===== config.mk =====
export PLATFORM = sky130hd
export DESIGN_NAME = ram_port_arbiter_flat
export DESIGN_NICKNAME = d
export VERILOG_FILES = /design/src/rtl/ram_port_arbiter_pkg.sv /design/src/rtl/ram_port_arbiter_if.sv /design/src/rtl/ram_arb_starve_cnt.sv /design/src/rtl/ram_port_arbiter.sv /design/src/flat_wrapper.sv
export SDC_FILE = /design/constraint.sdc
export NUM_CORES = 1
export LEC_CHECK = 0
export ABC_CLOCK_PERIOD_IN_PS = 1400
export CAP_MARGIN = 40
export CORE_AREA = 2 2 121 123
export CTS_CLUSTER_DIAMETER = 60
export DETAILED_ROUTE_END_ITERATION = 12
export DIE_AREA = 0 0 123 125
export SYNTH_ARGS = -nofsm -noshare
export SYNTH_HDL_FRONTEND = slang
export SYNTH_SLANG_ARGS = --single-unit

===== constraint.sdc =====
create_clock -name clk -period 1.4 [get_ports clk]
set_input_delay 0.28 -clock clk [delete_from_list [all_inputs] [get_ports clk]]
set_output_delay 0.28 -clock clk [all_outputs]
set_load 0.02 [all_outputs]

===== src/rtl/ram_port_arbiter_pkg.sv =====
// ram_port_arbiter_pkg: master IDs, RAM strobe constants and default tuning for the RAM port arbiter.
// Latency: none; this package holds only declarations.
// Backpressure: none; this package holds only declarations.
package ram_port_arbiter_pkg;

  // Identifies which master a registered read response belongs to.
  typedef enum logic {
    ARB_M0 = 1'b0,
    ARB_M1 = 1'b1
  } arb_id_t;

  localparam logic CHIP_ENABLE   = 1'b1;
  localparam logic CHIP_DISABLE  = 1'b0;
  localparam logic WRITE_ENABLE  = 1'b1;
  localparam logic WRITE_DISABLE = 1'b0;

  // Number of consecutive denied M1 cycles before M1 is forced through.
  localparam int STARVE_MAX_DEFAULT = 4;

endpackage


===== src/rtl/ram_port_arbiter_if.sv =====
// ram_port_arbiter_if: bundles both master ports and the RAM port of the arbiter.
// Latency: none; this file only carries the wires.
// Backpressure: mX_stall / mX_gnt tell a requester to hold its fields.
// Modports: master = requester/RAM side (drives mX_* requests and ram_rdata);
//           slave  = arbiter side (drives grants, stalls, responses and ram_* strobes).
interface ram_port_arbiter_if #(
  parameter int ADDR_W = 32,
  parameter int DATA_W = 32
);
  logic                  m0_req;
  logic                  m0_we;
  logic [ADDR_W-1:0]     m0_addr;
  logic [DATA_W/8-1:0]   m0_sel;
  logic [DATA_W-1:0]     m0_wdata;
  logic                  m0_gnt;
  logic                  m0_stall;
  logic                  m0_rvalid;
  logic [DATA_W-1:0]     m0_rdata;

  logic                  m1_req;
  logic                  m1_we;
  logic [ADDR_W-1:0]     m1_addr;
  logic [DATA_W/8-1:0]   m1_sel;
  logic [DATA_W-1:0]     m1_wdata;
  logic                  m1_gnt;
  logic                  m1_stall;
  logic                  m1_rvalid;
  logic [DATA_W-1:0]     m1_rdata;

  logic                  ram_ce;
  logic                  ram_we;
  logic [ADDR_W-1:0]     ram_addr;
  logic [DATA_W/8-1:0]   ram_sel;
  logic [DATA_W-1:0]     ram_wdata;
  logic [DATA_W-1:0]     ram_rdata;

  modport master (
    output m0_req, m0_we, m0_addr, m0_sel, m0_wdata,
    input  m0_gnt, m0_stall, m0_rvalid, m0_rdata,
    output m1_req, m1_we, m1_addr, m1_sel, m1_wdata,
    input  m1_gnt, m1_stall, m1_rvalid, m1_rdata,
    input  ram_ce, ram_we, ram_addr, ram_sel, ram_wdata,
    output ram_rdata
  );

  modport slave (
    input  m0_req, m0_we, m0_addr, m0_sel, m0_wdata,
    output m0_gnt, m0_stall, m0_rvalid, m0_rdata,
    input  m1_req, m1_we, m1_addr, m1_sel, m1_wdata,
    output m1_gnt, m1_stall, m1_rvalid, m1_rdata,
    output ram_ce, ram_we, ram_addr, ram_sel, ram_wdata,
    input  ram_rdata
  );
endinterface


===== src/rtl/ram_arb_starve_cnt.sv =====
// ram_arb_starve_cnt: counts consecutive denied M1 cycles and raises force_m1 at the limit.
// Latency: force_m1 is combinational from the registered count and the live m1_req.
// Backpressure: none of its own; it only reorders priority inside the arbiter.
// Ports: clk, rst (sync, active-high), m1_req, m1_gnt in; force_m1 out.
module ram_arb_starve_cnt
  import ram_port_arbiter_pkg::*;
#(
  parameter int STARVE_MAX = STARVE_MAX_DEFAULT
) (
  input  logic clk,
  input  logic rst,
  input  logic m1_req,
  input  logic m1_gnt,
  output logic force_m1
);
  localparam int CNT_W = $clog2(STARVE_MAX + 1);
  localparam logic [CNT_W-1:0] CNT_LIMIT = CNT_W'(STARVE_MAX);

  logic [CNT_W-1:0] cnt;

  // Saturates at the limit so a reset-held or otherwise blocked M1 never wraps around.
  always_ff @(posedge clk) begin
    if (rst) begin
      cnt <= '0;
    end else if (!m1_req || m1_gnt) begin
      cnt <= '0;
    end else if (cnt != CNT_LIMIT) begin
      cnt <= cnt + 1'b1;
    end
  end

  assign force_m1 = m1_req && (cnt == CNT_LIMIT);

endmodule


===== src/rtl/ram_port_arbiter.sv =====
// ram_port_arbiter: shares one single-port synchronous RAM between M0 (priority) and M1.
// Latency: grant is combinational; read data returns to the issuing master 1 cycle after grant.
// Backpressure: a denied requester sees mX_stall = 1 and holds its fields until mX_gnt.
// Ports: clk, rst (sync, active-high); bus (slave modport): m0_*/m1_* requests, grants,
//        stalls and read responses, ram_* strobes towards the RAM, ram_rdata back from it.
// Option: define RAM_ARB_STARVE_GUARD_EN to force M1 through after STARVE_MAX denials.
module ram_port_arbiter
  import ram_port_arbiter_pkg::*;
#(
  parameter int ADDR_W     = 32,
  parameter int DATA_W     = 32,
  parameter int STARVE_MAX = STARVE_MAX_DEFAULT
) (
  input  logic              clk,
  input  logic              rst,
  ram_port_arbiter_if.slave bus
);
  localparam int SEL_W = DATA_W / 8;

  if (STARVE_MAX < 1) begin : g_bad_cfg
    $error("ram_port_arbiter: STARVE_MAX must be at least 1");
  end

  logic              gnt0;
  logic              gnt1;
  logic              any_gnt;
  logic              force_m1;
  logic              g_we;
  logic [ADDR_W-1:0] g_addr;
  logic [SEL_W-1:0]  g_sel;
  logic [DATA_W-1:0] g_wdata;
  logic              resp_valid;
  arb_id_t           resp_id;
  logic              m0_rvalid;
  logic              m1_rvalid;

`ifdef RAM_ARB_STARVE_GUARD_EN
  ram_arb_starve_cnt #(.STARVE_MAX(STARVE_MAX)) u_starve_cnt (
    .clk      (clk),
    .rst      (rst),
    .m1_req   (bus.m1_req),
    .m1_gnt   (gnt1),
    .force_m1 (force_m1)
  );
`else
  assign force_m1 = 1'b0;
`endif

  // force_m1 already implies m1_req, so it can override M0 directly.
  always_comb begin
    gnt0 = 1'b0;
    gnt1 = 1'b0;
    if (!rst) begin
      if (force_m1) begin
        gnt1 = 1'b1;
      end else if (bus.m0_req) begin
        gnt0 = 1'b1;
      end else if (bus.m1_req) begin
        gnt1 = 1'b1;
      end
    end
  end

  assign any_gnt = gnt0 | gnt1;

  // RAM strobes are zeroed on idle cycles so nothing stale reaches the RAM pins.
  always_comb begin
    g_we    = WRITE_DISABLE;
    g_addr  = '0;
    g_sel   = '0;
    g_wdata = '0;
    if (gnt0) begin
      g_we    = bus.m0_we;
      g_addr  = bus.m0_addr;
      g_sel   = bus.m0_sel;
      g_wdata = bus.m0_wdata;
    end else if (gnt1) begin
      g_we    = bus.m1_we;
      g_addr  = bus.m1_addr;
      g_sel   = bus.m1_sel;
      g_wdata = bus.m1_wdata;
    end
  end

  assign bus.ram_ce    = any_gnt ? CHIP_ENABLE : CHIP_DISABLE;
  assign bus.ram_we    = g_we;
  assign bus.ram_addr  = g_addr;
  assign bus.ram_sel   = g_sel;
  assign bus.ram_wdata = g_wdata;

  // Remembers who issued the read so the next-cycle RAM data is steered to it.
  always_ff @(posedge clk) begin
    if (rst) begin
      resp_valid <= 1'b0;
      resp_id    <= ARB_M0;
    end else begin
      resp_valid <= any_gnt & ~g_we;
      resp_id    <= gnt1 ? ARB_M1 : ARB_M0;
    end
  end

  // Gating with rst drops a response whose grant edge was just before reset rose.
  assign m0_rvalid = resp_valid & ~rst & (resp_id == ARB_M0);
  assign m1_rvalid = resp_valid & ~rst & (resp_id == ARB_M1);

  assign bus.m0_gnt    = gnt0;
  assign bus.m1_gnt    = gnt1;
  assign bus.m0_stall  = bus.m0_req & ~gnt0 & ~rst;
  assign bus.m1_stall  = bus.m1_req & ~gnt1 & ~rst;
  assign bus.m0_rvalid = m0_rvalid;
  assign bus.m1_rvalid = m1_rvalid;
  assign bus.m0_rdata  = m0_rvalid ? bus.ram_rdata : '0;
  assign bus.m1_rdata  = m1_rvalid ? bus.ram_rdata : '0;

endmodule


===== src/flat_wrapper.sv =====
// flat-port wrapper written by rule: the top's interface ports become plain ports
module ram_port_arbiter_flat import ram_port_arbiter_pkg::*;
#(
  parameter int ADDR_W     = 32,
  parameter int DATA_W     = 32,
  parameter int STARVE_MAX = STARVE_MAX_DEFAULT
)
  (clk, rst, bus_m0_req, bus_m0_we, bus_m0_addr, bus_m0_sel, bus_m0_wdata, bus_m0_gnt, bus_m0_stall, bus_m0_rvalid, bus_m0_rdata, bus_m1_req, bus_m1_we, bus_m1_addr, bus_m1_sel, bus_m1_wdata, bus_m1_gnt, bus_m1_stall, bus_m1_rvalid, bus_m1_rdata, bus_ram_ce, bus_ram_we, bus_ram_addr, bus_ram_sel, bus_ram_wdata, bus_ram_rdata);
  ram_port_arbiter_if #(.ADDR_W(ADDR_W), .DATA_W(DATA_W)) bus_i ();
  input  logic clk;
  input  logic rst;
  input wire logic [$bits(bus_i.m0_req)-1:0] bus_m0_req;
  input wire logic [$bits(bus_i.m0_we)-1:0] bus_m0_we;
  input wire logic [$bits(bus_i.m0_addr)-1:0] bus_m0_addr;
  input wire logic [$bits(bus_i.m0_sel)-1:0] bus_m0_sel;
  input wire logic [$bits(bus_i.m0_wdata)-1:0] bus_m0_wdata;
  output wire logic [$bits(bus_i.m0_gnt)-1:0] bus_m0_gnt;
  output wire logic [$bits(bus_i.m0_stall)-1:0] bus_m0_stall;
  output wire logic [$bits(bus_i.m0_rvalid)-1:0] bus_m0_rvalid;
  output wire logic [$bits(bus_i.m0_rdata)-1:0] bus_m0_rdata;
  input wire logic [$bits(bus_i.m1_req)-1:0] bus_m1_req;
  input wire logic [$bits(bus_i.m1_we)-1:0] bus_m1_we;
  input wire logic [$bits(bus_i.m1_addr)-1:0] bus_m1_addr;
  input wire logic [$bits(bus_i.m1_sel)-1:0] bus_m1_sel;
  input wire logic [$bits(bus_i.m1_wdata)-1:0] bus_m1_wdata;
  output wire logic [$bits(bus_i.m1_gnt)-1:0] bus_m1_gnt;
  output wire logic [$bits(bus_i.m1_stall)-1:0] bus_m1_stall;
  output wire logic [$bits(bus_i.m1_rvalid)-1:0] bus_m1_rvalid;
  output wire logic [$bits(bus_i.m1_rdata)-1:0] bus_m1_rdata;
  output wire logic [$bits(bus_i.ram_ce)-1:0] bus_ram_ce;
  output wire logic [$bits(bus_i.ram_we)-1:0] bus_ram_we;
  output wire logic [$bits(bus_i.ram_addr)-1:0] bus_ram_addr;
  output wire logic [$bits(bus_i.ram_sel)-1:0] bus_ram_sel;
  output wire logic [$bits(bus_i.ram_wdata)-1:0] bus_ram_wdata;
  input wire logic [$bits(bus_i.ram_rdata)-1:0] bus_ram_rdata;
  assign bus_i.m0_req = bus_m0_req;
  assign bus_i.m0_we = bus_m0_we;
  assign bus_i.m0_addr = bus_m0_addr;
  assign bus_i.m0_sel = bus_m0_sel;
  assign bus_i.m0_wdata = bus_m0_wdata;
  assign bus_m0_gnt = bus_i.m0_gnt;
  assign bus_m0_stall = bus_i.m0_stall;
  assign bus_m0_rvalid = bus_i.m0_rvalid;
  assign bus_m0_rdata = bus_i.m0_rdata;
  assign bus_i.m1_req = bus_m1_req;
  assign bus_i.m1_we = bus_m1_we;
  assign bus_i.m1_addr = bus_m1_addr;
  assign bus_i.m1_sel = bus_m1_sel;
  assign bus_i.m1_wdata = bus_m1_wdata;
  assign bus_m1_gnt = bus_i.m1_gnt;
  assign bus_m1_stall = bus_i.m1_stall;
  assign bus_m1_rvalid = bus_i.m1_rvalid;
  assign bus_m1_rdata = bus_i.m1_rdata;
  assign bus_ram_ce = bus_i.ram_ce;
  assign bus_ram_we = bus_i.ram_we;
  assign bus_ram_addr = bus_i.ram_addr;
  assign bus_ram_sel = bus_i.ram_sel;
  assign bus_ram_wdata = bus_i.ram_wdata;
  assign bus_i.ram_rdata = bus_ram_rdata;
  ram_port_arbiter #(.ADDR_W(ADDR_W), .DATA_W(DATA_W), .STARVE_MAX(STARVE_MAX)) u_core (.clk(clk), .rst(rst), .bus(bus_i));
endmodule

==> flow_metrics.tcl, run 1 <==
# yosys + openroad results
set metrics [dict create \
    outcome "complete, but fails checks" \
    violations "setup timing" \
    seq_cells 2 \
    chip_area_um2 15400 \
    drive_above_1_share 0.610 \
    gr-usage-met1 0.140 \
    netlist_instances 181 \
    critPathTopFamily "buffers and inverters" \
    die_y_um 125 \
    gp_congestion 0.750 \
    cp-startpoint "bus_m0_req" \
    crit_type "input port to primary output" \
    edf_count 0 \
    final_antenna_net_count 0 \
    hold-path-cell-count 4 \
    final_area_um2 6020 \
    grt_pass1_vias 3119 \
    fillers 1309 \
    warning_count 28 \
    maxSlewViolCount 0 \
    most_common_cell "a32o_1" \
    clock_buffers 3 \
    seq_area_um2 45.0 \
    hpwl_um 8270 \
    met3WireLength_um 1190 \
    firstDrtPassIters 6 \
    finalNonFillerCells 709 \
    finalHoldViolations 0 \
    power_w 0.00220 \
    yosys_area_um2 1530 \
    grt_max_degree 50 \
    post_cts_buffers 20 \
    cts-root-buf "clkbuf_16" \
    wl_met1_um 4470 \
    antenna_found_initial 0 \
    fin_nets 701 \
    final_core_util 0.424 \
    slowest_delay_ns 0.24 \
    num_io_pins 314 \
    diodes 0 \
    worst-endpoint-required_ns 1.12 \
    setup_ws_ns -0.289 \
    cp_data_arrival_time_ns 1.41 \
    clock_area_frac 0.0125 \
    first_iter_violations 97 \
    top_area_cell "a32o_1" \
    fin_hold_ws_ns 0.477 \
    synthArstFlopShare 0 \
    buffers 372 \
    grt.busiest_layer "met2" \
    dominant_cells "non-clock buffers" \
    vdd_drop_max_mv 0.304 \
    p_leak_nw 2.80 \
    crit_buf_inv 6 \
    grt-ovfl-total 0 \
    cp-start-kind "input port" \
    tap_cells 184 \
    clock_path_buffers 2 \
    comb_share 0.235 \
    routed-wl-met2_um 7320 \
    grt_first_pass_wirelength_um 17200 \
    min_to "u_core.resp_id" \
    ys_seq_frac 0.0262 \
    topCellsByArea "a32o_1, and2_1, buf_6" \
    worstHoldPathType "input port to flop" \
    use_met3 0.0278 \
    synth_area_per_cell_um2 8.45 \
    fp_util 0.108 \
    postCtsHoldBufs 0 \
    place_area_um2 4790 \
    tns_ns -24.54 \
    critPathCaptureType "primary output" \
    yosys_cells 181 \
    place_ws_ns -1.05 \
    cts_max_level 1 \
    path_depth 8 \
    clk_pin_slew_ns 0.03 \
    ys_types 18 \
    cts_buffers 3 \
    nMultiInputCombCells 146 \
    rsz0062_at_grt "true" \
    yosys_warnings 0 \
    drc 0 \
    setup_viol 134 \
]
==> run 1: cells by family (layout without fill, tap and decap cells) <==
group / count (synthesis) / in the layout / share of synthesized area
AND/OR/NAND/NOR: 75 / 75 / 0.312
AND-OR/OR-AND: 70 / 70 / 0.457
buffers and inverters: 33 / 377 / 0.202
flip-flops: 2 / 2 / 0.0262
other: 1 / 1 / 0.00245
==> run 1: power by group <==
group	leakage [nW]	internal, W	switching, W
logic	2.74	0.00107	0.000639
clock network	0.0370	0.000363	0.0000620
registers	0.0175	0.0000598	0.00000324
==> run 1: state kept, by name, indices dropped and copies added, names as in the netlist <==
name               count
u_core.resp_id         1
u_core.resp_valid      1
==> run 1: tightest hold or removal path, stage by stage <==
cell	delay [ns]
buf_6	0.09
buf_4	0.12
nor3b_1	0.05
buf_4	0.12
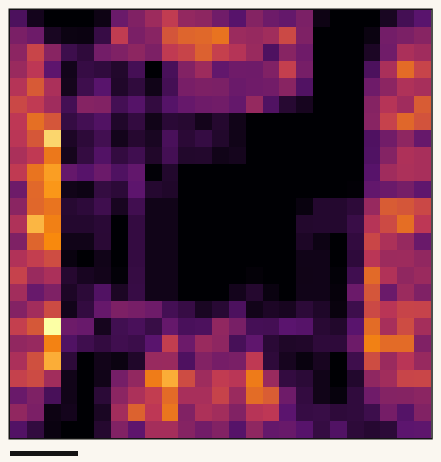
Run 1: wiring heat map
Bar = 20 um. The die is cut into 25 by 25 equal tiles; black is low, pale yellow is high, scaled to the fullest tile. Values are wire area over tile area, all layers added.
tiles over half the peak: 14%
fullest tile: 0.60
nearly empty tiles: 20%
mean over tiles: 0.14
Total GRT Usage: 0.143
Via Count: 3125
wire length per cell: 18.8 um
DRT Wirelength: 13400 um

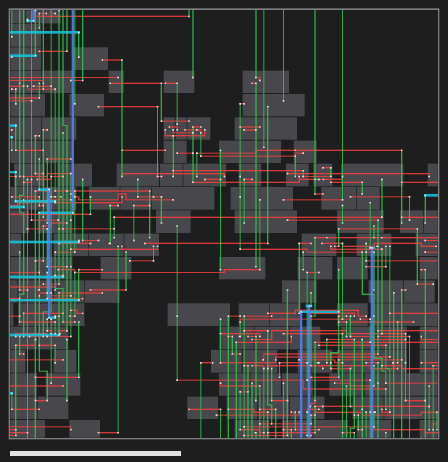
Run 1: close-up of the layout
Bar = 20 um. Window x 6 to 56, y 6 to 56 um. Cells in grey, sequential cells in the stronger grey; small squares are vias.
| colour | layer |
|---|---|
| cyan | M3 |
| blue | M4 |
| red | M1 |
| green | M2 |
sequential cells in the window: 0
cells with their middle in the window: 109
most frequent: clkdlybuf4s50_1 (34), buf_6 (20), a32o_2 (17)

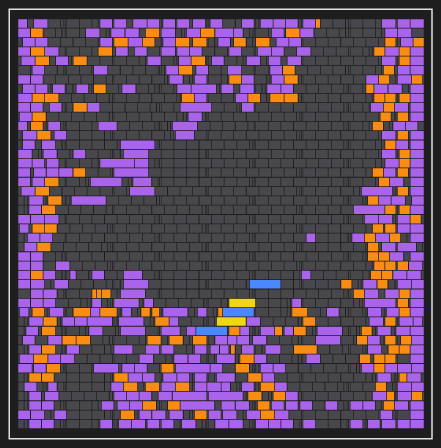
Run 1: cells coloured by class
Fill, decap, tap and diode cells in grey.
| colour | class | cells | share of their area |
|---|---|---|---|
| blue | clock-net drivers | 3 | 1.3% |
| orange | remaining logic cells | 148 | 25% |
| purple | remaining buffers and delay cells | 372 | 73% |
| yellow | registers | 2 | 0.78% |

Run 1, cell outlines without signal wires:
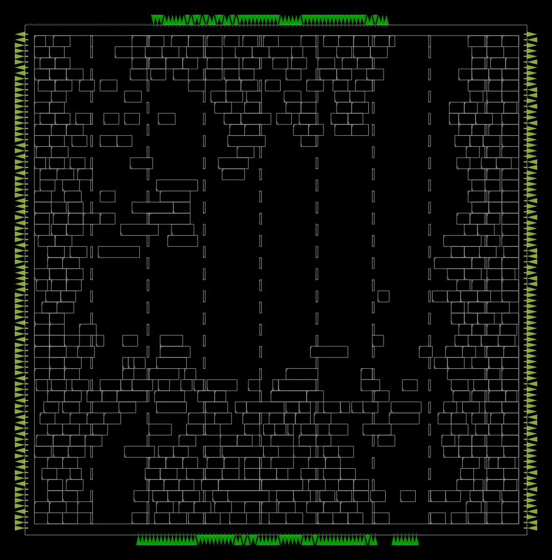

==> inputs of run 2 (changes only) <==
--- a/config.mk
+++ b/config.mk
@@ -5,7 +5,7 @@
 export SDC_FILE = /design/constraint.sdc
 export NUM_CORES = 1
 export LEC_CHECK = 0
-export ABC_CLOCK_PERIOD_IN_PS = 1400
+export ABC_CLOCK_PERIOD_IN_PS = 1800
 export CAP_MARGIN = 40
 export CORE_AREA = 2 2 121 123
 export CTS_CLUSTER_DIAMETER = 60
==> constraint.sdc (replaced) <==
create_clock -name clk -period 1.8 [get_ports clk]
set_input_delay 0.36 -clock clk [delete_from_list [all_inputs] [get_ports clk]]
set_output_delay 0.36 -clock clk [all_outputs]
set_load 0.02 [all_outputs]
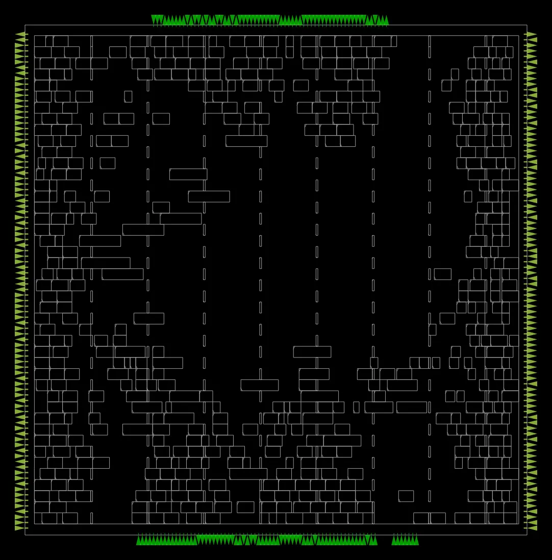
Run 2: cell outlines without signal wires
seq_cells: 2
Core Region: 14200 um2

==> run 2 against run 1 <==
Against the previous run:
- the run now ends clean
- critical path depth decreased by 1
- non-clock buffer count decreased by 23
- sequential share of layout area increased by 0.059 points
- global-route usage decreased by 0.46 points
- utilization decreased by 7.5 points
- clock power decreased by 22%
- final cell count decreased by 3.2%
- wire length decreased by 10%
- flip-flop count unchanged
==> flow_metrics.tcl, run 2 <==
# yosys + openroad results
set metrics [dict create \
    ys_types 18 \
    warning_count 27 \
    fillers 1469 \
    top_area_cell "a32o_1" \
    p_sw_w 0.000493 \
    wl_per_cell_um 17.5 \
    cts_max_level 1 \
    maxSlewViolCount 0 \
    seq_power_share 0.033 \
    cts-root-buf "clkbuf_16" \
    num_vias 2941 \
    crit_buf_inv 5 \
    clk_pin_slew_ns 0.03 \
    ys_seq_frac 0.0262 \
    min_to "u_core.resp_id" \
    drc 0 \
    power.group.top "combinational logic" \
    wl_met1_um 3990 \
    netlist_instances 181 \
    clock_buffers 3 \
    ys_sh_aoi 0.457 \
    pg_comb_w 0.00112 \
    clk-power_w 0.000331 \
    topCellsByArea "a32o_1, and2_1, buf_6" \
    diodes 0 \
    power_frac_clock 0.221 \
    cp-startpoint "bus_m0_req" \
    buffers 349 \
    first_iter_violations 100 \
    ys_sh_simple 0.312 \
    grt_pass1_vias 3015 \
    cp-start-kind "input port" \
    slowest_delay_ns 0.23 \
    grt_max_degree 50 \
    firstDrtPassIters 4 \
    most_common_cell "a32o_1" \
    gr-usage-met1 0.142 \
    fin_nets 678 \
    yosys_warnings 0 \
    comb_share 0.245 \
    finalNonFillerCells 686 \
    grt_util_all_layers 0.138 \
    outcome "finished, final reports clean" \
    num_io_pins 314 \
    setup_viol 0 \
    reg.largest.list "u_core.resp_id: 1 flops, u_core.resp_valid: 1 flops" \
    synth_area_per_cell_um2 8.45 \
    worstHoldPathType "input port to flop" \
    synthTopLogicFamily "AND-OR/OR-AND gates" \
    p_seq_w 0.0000492 \
    seq_area_um2 40.0 \
    edf_count 0 \
    tns_ns 0 \
    cp_data_arrival_time_ns 1.41 \
    final_core_util 0.350 \
    hpwl_um 8260 \
    worst-endpoint-required_ns 1.44 \
    yosys_area_um2 1530 \
    path_depth 7 \
    critPathTopFamily "buffers and inverters" \
    met3WireLength_um 1320 \
    gp_congestion 0.749 \
    fp_util 0.108 \
    grt-ovfl-total 0 \
    final_antenna_net_count 0 \
    vdd_drop_max_mv 0.212 \
    tap_cells 184 \
    nMultiInputCombCells 146 \
    dominant_cells "non-clock buffers" \
    synthAdderAreaFrac 0 \
    routed-wl-met2_um 6460 \
]
==> run 2: cell counts after synthesis <==
No cell type changed its count.
==> run 2: repair_timing <==
item                       4_1_cts  5_1_grt
buffers inserted                 6        4
gates cloned                     8        3
setup endpoints to repair      139       85
hold buffers                     0        0
pin swaps                       11        2
resized                        546       57
==> run 2: metrics by stage <==
stage | setup WS, ns | power [W] | hold slack [ns] | area (um2)
CTS | -0.00185 | 0.00149 | 0.531 | 5100
global placement | -0.798 | 0.00108 | 1.10 | 4790
detailed placement | -0.810 | 0.00109 | 1.10 | 4790
floorplan | 0.283 | 0.000437 | 0.436 | 1530
global route | -0.0158 | 0.00157 | 0.520 | 4960
finish | 0.0293 | 0.00150 | 0.485 | 4960
Power figures rest on the tool's default switching activity, not on a simulated workload.
